`config.mk`:
```
export PLATFORM = sky130hd
export DESIGN_NAME = wb_nco_bank
export DESIGN_NICKNAME = d
export VERILOG_FILES = /design/src/rtl/wb_nco_bank.sv
export SDC_FILE = /design/constraint.sdc
export NUM_CORES = 1
export LEC_CHECK = 0
export CORE_MARGIN = 4
export CORE_UTILIZATION = 60
export DETAILED_ROUTE_END_ITERATION = 6
export PLACE_DENSITY_LB_ADDON = 0.3
export SETUP_SLACK_MARGIN = 0.2
export SKIP_CTS_REPAIR_TIMING = 1
export SLEW_MARGIN = 10
export SYNTH_ARGS = -nofsm -noshare
export SYNTH_HDL_FRONTEND = slang
export SYNTH_SLANG_ARGS = --single-unit
```
`constraint.sdc`:
```
create_clock -name clk_i -period 8.68 [get_ports clk_i]
set_input_delay 1.302 -clock clk_i [delete_from_list [all_inputs] [get_ports clk_i]]
set_output_delay 1.302 -clock clk_i [all_outputs]
set_load 0.02 [all_outputs]
```
`src/rtl/wb_nco_bank.sv`:
```
// Wishbone-mapped bank of NCO channels: each channel has a phase accumulator with a
// shadowed tuning word, a square or pulse clock output and a saturating wrap counter.
module wb_nco_bank #(
  parameter int          NUM_CH    = 4,
  parameter int          ACC_WIDTH = 32,
  parameter logic [31:0] BASE_ADDR = 32'h0000_0300
) (
  input  logic              clk_i,
  input  logic              ext_rst_i,
  input  logic [31:0]       addr_i,
  input  logic [31:0]       dat_i,
  output logic [31:0]       dat_o,
  input  logic              we_i,
  input  logic              cyc_i,
  input  logic              stb_i,
  input  logic [3:0]        sel_i,
  output logic              ack_o,
  output logic              err_o,
  output logic              rty_o,
  output logic [NUM_CH-1:0] nco_o
);

  localparam logic [31:0] WIN_SIZE   = 32'(NUM_CH * 16);
  localparam logic [1:0]  OFF_TUNING = 2'd0;
  localparam logic [1:0]  OFF_CTRL   = 2'd1;
  localparam logic [1:0]  OFF_PHASE  = 2'd2;
  localparam logic [1:0]  OFF_WRAPS  = 2'd3;

  // Bus handshake: a request is accepted when cyc_i&stb_i hit the window while no
  // response is showing and the port is armed; ack_o/err_o then pulse for one cycle
  // and the following cycle is always response-free.
  logic [31:0] rel_addr;
  logic        in_win;
  logic [2:0]  ch_sel;
  logic [1:0]  off_sel;
  logic        armed_q;
  logic        ack_q;
  logic        err_q;
  logic [31:0] dat_q;
  logic        req;
  logic        phase_wr;
  logic        reg_wr;
  logic [31:0] rd_data;
  logic [31:0] rd_word [NUM_CH];

  assign rel_addr = addr_i - BASE_ADDR;
  assign in_win   = (addr_i >= BASE_ADDR) && (rel_addr < WIN_SIZE);
  assign ch_sel   = rel_addr[6:4];
  assign off_sel  = rel_addr[3:2];
  assign req      = cyc_i & stb_i & in_win & armed_q & ~ack_q & ~err_q;
  assign phase_wr = req & we_i & (off_sel == OFF_PHASE);
  assign reg_wr   = req & we_i & ~phase_wr;

  function automatic logic [ACC_WIDTH-1:0] lane_merge(input logic [ACC_WIDTH-1:0] old_v,
                                                      input logic [31:0]          wd,
                                                      input logic [3:0]           be);
    logic [31:0] v;
    v = 32'(old_v);
    for (int k = 0; k < 4; k++) begin
      if (be[k]) v[8*k +: 8] = wd[8*k +: 8];
    end
    return v[ACC_WIDTH-1:0];
  endfunction

  always_comb begin
    rd_data = '0;
    for (int i = 0; i < NUM_CH; i++) begin
      if (ch_sel == 3'(i)) rd_data = rd_word[i];
    end
  end

  // A transaction already on the bus when reset lifts is never answered; the port
  // arms only after it has seen the strobe low once.
  always_ff @(posedge clk_i or negedge ext_rst_i) begin
    if (!ext_rst_i) begin
      armed_q <= 1'b0;
      ack_q   <= 1'b0;
      err_q   <= 1'b0;
      dat_q   <= '0;
    end else begin
      if (!(cyc_i & stb_i)) armed_q <= 1'b1;
      ack_q <= req & ~phase_wr;
      err_q <= phase_wr;
      dat_q <= (req & ~we_i) ? rd_data : '0;
    end
  end

  assign ack_o = ack_q;
  assign err_o = err_q;
  assign dat_o = dat_q;
  assign rty_o = 1'b0;

  for (genvar g = 0; g < NUM_CH; g++) begin : g_ch
    logic                 hit;
    logic                 tune_wr;
    logic                 ctrl_wr;
    logic                 wraps_wr;
    logic                 pclr;
    logic                 ovf;
    logic [ACC_WIDTH:0]   sum;
    logic [ACC_WIDTH-1:0] shadow_nxt;
    logic [ACC_WIDTH-1:0] shadow_q;
    logic [ACC_WIDTH-1:0] active_q;
    logic [ACC_WIDTH-1:0] acc_q;
    logic                 en_q;
    logic                 mode_q;
    logic                 pend_q;
    logic                 nco_q;
    logic [15:0]          wraps_q;

    assign hit        = (ch_sel == 3'(g));
    assign tune_wr    = reg_wr & hit & (off_sel == OFF_TUNING);
    assign ctrl_wr    = reg_wr & hit & (off_sel == OFF_CTRL) & sel_i[0];
    assign wraps_wr   = reg_wr & hit & (off_sel == OFF_WRAPS);
    assign pclr       = ctrl_wr & dat_i[2];
    assign sum        = {1'b0, acc_q} + {1'b0, active_q};
    assign ovf        = en_q & ~pclr & sum[ACC_WIDTH];
    assign shadow_nxt = tune_wr ? lane_merge(shadow_q, dat_i, sel_i) : shadow_q;

    always_ff @(posedge clk_i or negedge ext_rst_i) begin
      if (!ext_rst_i) begin
        shadow_q <= '0;
        active_q <= '0;
        acc_q    <= '0;
        en_q     <= 1'b0;
        mode_q   <= 1'b0;
        pend_q   <= 1'b0;
        nco_q    <= 1'b0;
        wraps_q  <= '0;
      end else begin
        shadow_q <= shadow_nxt;
        if (pclr)      acc_q <= '0;
        else if (en_q) acc_q <= sum[ACC_WIDTH-1:0];
        // New tuning takes effect at a wrap so the current period completes cleanly.
        if (!en_q)              active_q <= shadow_nxt;
        else if (ovf && pend_q) active_q <= shadow_q;
        if (tune_wr && en_q)    pend_q <= 1'b1;
        else if (!en_q || ovf)  pend_q <= 1'b0;
        if (ctrl_wr) begin
          en_q   <= dat_i[0];
          mode_q <= dat_i[1];
        end
        nco_q <= en_q & (mode_q ? ovf : acc_q[ACC_WIDTH-1]);
        if (wraps_wr)                        wraps_q <= {15'd0, ovf};
        else if (ovf && wraps_q != 16'hFFFF) wraps_q <= wraps_q + 16'd1;
      end
    end

    assign nco_o[g]   = nco_q & en_q;
    assign rd_word[g] = (off_sel == OFF_TUNING) ? 32'(shadow_q) :
                        (off_sel == OFF_CTRL)   ? {30'd0, mode_q, en_q} :
                        (off_sel == OFF_PHASE)  ? 32'(acc_q) :
                                                  {16'd0, wraps_q};
  end

endmodule

```
### Placement view

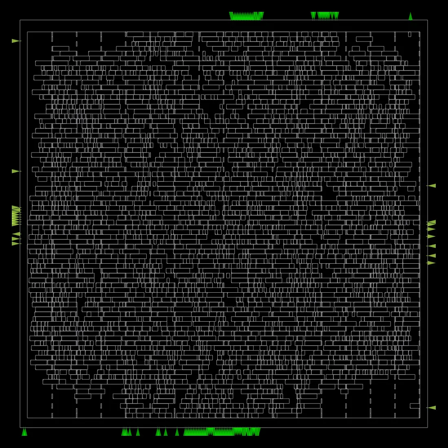
Layout Cells excl Fill: 3675
flip-flops: 499
Core ar.: 48100 µm²
Tap Cells: 656
final core utilization: 0.683

### Sequential cells colored by netlist name

Other sequential cells in the stronger gray, the rest of the logic in the fainter gray.
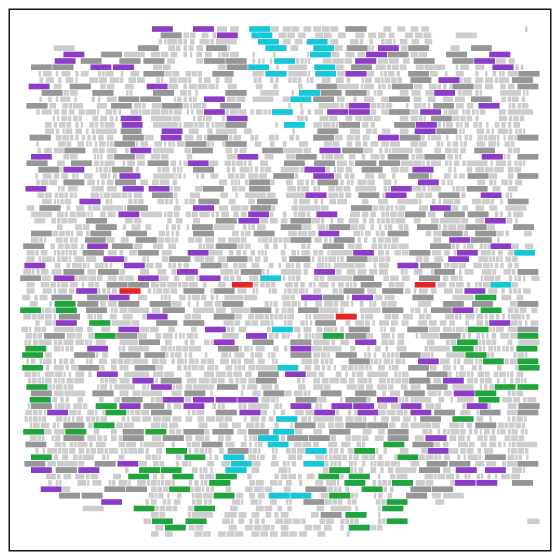
[red] g_ch.mode_q | placed flops: 4
[green] g_ch.wraps_q | placed flops: 64
[cyan] dat_o | placed flops: 32 | where: a column down the middle
[purple] g_ch.active_q | placed flops: 128 | where: all over the die

### Wire density map

Scale bar: 50 µm. The die is cut into 23 by 23 equal tiles; black is low, pale yellow is high, scaled to the fullest tile. Values are wire area over tile area, all layers added.
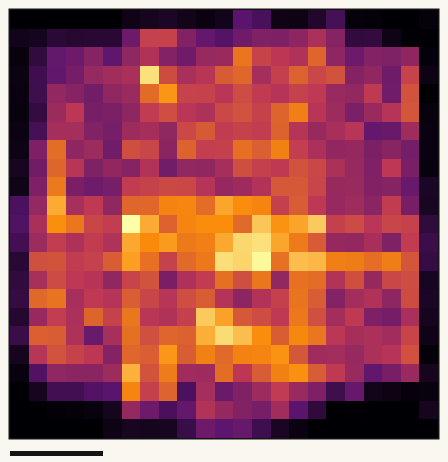
fullest tile: 0.68
mean over tiles: 0.28
tiles over half the peak: 39%
nearly empty tiles: 7.6%
densest ninth of the die: center
routed len/inst: 24.0 µm
Total Routing Usage GR: 0.328
via count: 24485
final wirelength: 88400 µm

### Cells colored by class

Fill, decap, tap and diode cells in gray.
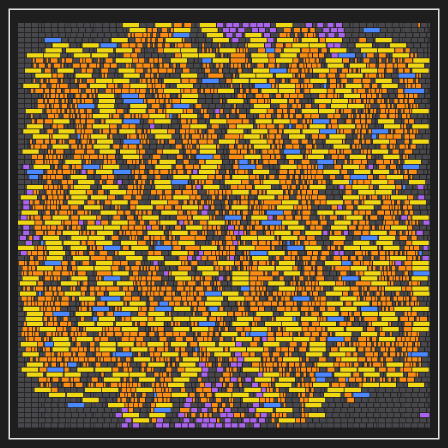
[blue] clock drivers and dummy loads | cells: 94 | share of their area: 5.6%
[orange] remaining logic cells | cells: 2284 | share of their area: 51%
[purple] remaining buffers and delay cells | cells: 140 | share of their area: 4.1%
[yellow] registers | cells: 499 | share of their area: 39%

==> impl_metrics.py <==
# Auto-generated metrics
metrics = {
    "synthesis": {
        "most_common_cell": "dfrtp_1",
        "ys_chip_area_um2": 29500,
        "ys_seq_share": 0.423,
        "ys_top_cells_by_count": "dfrtp_1 (499), nor2_1 (277), a21oi_1 (266)",
        "ys_cells": 2933,
        "synth.mux.area_fraction": 0.146,
        "yosys_warnings": 0,
        "fa_ha_area_frac": 0.0587,
        "synth_cell_type_count": 82,
        "xor_area_frac": 0.0407,
        "ys_sh_simple": 0.126,
        "top_logic_kind": "AND-OR/OR-AND gates",
        "synth_flops": 499,
    },
    "critical_path": {
        "cp.required_ps": 9120,
        "crit_end": "g_ch[1].active_q[18]$_DFFE_PN0P_",
        "cp.buffers_inverters": 2,
        "end_kind": "flip-flop",
        "arrival_ps": 5980,
        "r2r_start": "g_ch[1].acc_q[0]$_DFFE_PN0P_",
        "worstPathMaxFanout": 33,
        "cp_num_cells": 11,
        "cp_cell_sequence": "clkdlybuf4s50_1, a2111oi_2, and4b_1, mux2i_1, o31ai_2, nor3_1, a31oi_1, buf_4, and3_2, mux2i_1, a21oi_1",
        "startpoint": "addr_i[8]",
        "cp_slowest_cell": "o31ai_2",
        "path_common_cell": "mux2i_1",
    },
    "global_routing": {
        "grt_pass1_vias": 24267,
        "grt.busiest_layer": "met2",
        "grt_util_met1": 0.448,
        "grt_max_degree": 97,
        "grt_util_met3": 0.0699,
        "grt_overflow": 0,
        "grt_pass1_wl_um": 137000,
    },
    "power": {
        "ir_drop_mv": 0.154,
        "p_comb_w": 0.000199,
        "powerDensity_nw_per_um2": 149,
        "total_power_w": 0.00490,
        "combPwrFrac": 0.041,
        "pwr-share-clk": 0.484,
        "maxPowerGroup": "clock",
        "leakage_nw": 16.3,
    },
    "cells_and_area": {
        "drive_gt1_frac": 0.122,
        "diodes": 2,
        "comb-cell-share": 0.497,
        "clock_area_frac": 0.0548,
        "largest_cell_class": "logic gates",
        "layout.nonclk_buf_frac": 0.0402,
        "nClkBuffers": 79,
        "fin_nets": 3188,
        "logic_gates": 2254,
        "syn2layout_area_growth_pct": 11.5,
    },
    "clock_tree": {
        "cts_tree": "built",
        "cts_sinks": 499,
        "cts_root_buf": "clkbuf_16",
        "clockBufferDepth": 3,
    },
    "worst_hold_path": {
        "whs_path_depth": 1,
        "hold_path.class": "reg -> reg",
        "min_from": "armed_q$_DFFE_PN0N_",
    },
    "run_status": {
        "outcome": "completed",
    },
    "floorplan": {
        "dieHeight_um": 230,
        "fp_util": 0.613,
        "ios": 112,
        "die_w_um": 230,
        "design.die.area_um2": 52800,
    },
    "place": {
        "dp_slack_ps": 2670,
        "gp_congestion": 0.959,
        "placed_cell_area_um2": 31100,
        "dp.cells": 3579,
    },
    "sta": {
        "fin_skew_ps": 16.7,
        "setup_violations": 0,
        "hold_viol": 0,
        "worst_pin_slew_ps": 1190,
        "max_freq_ghz": 0.181,
        "rsz0062_at_grt": "no",
    },
    "route": {
        "wl_met1_um": 35700,
        "drc": 0,
        "drtIter0Drc": 2325,
        "first_pass_iters": 6,
        "wl_met3_um": 8390,
        "viasPerCell": 6.66,
    },
    "flow_run": {
        "maxCapViolCount": 0,
    },
}
Power figures rest on the tool's default switching activity, not on a simulated workload.
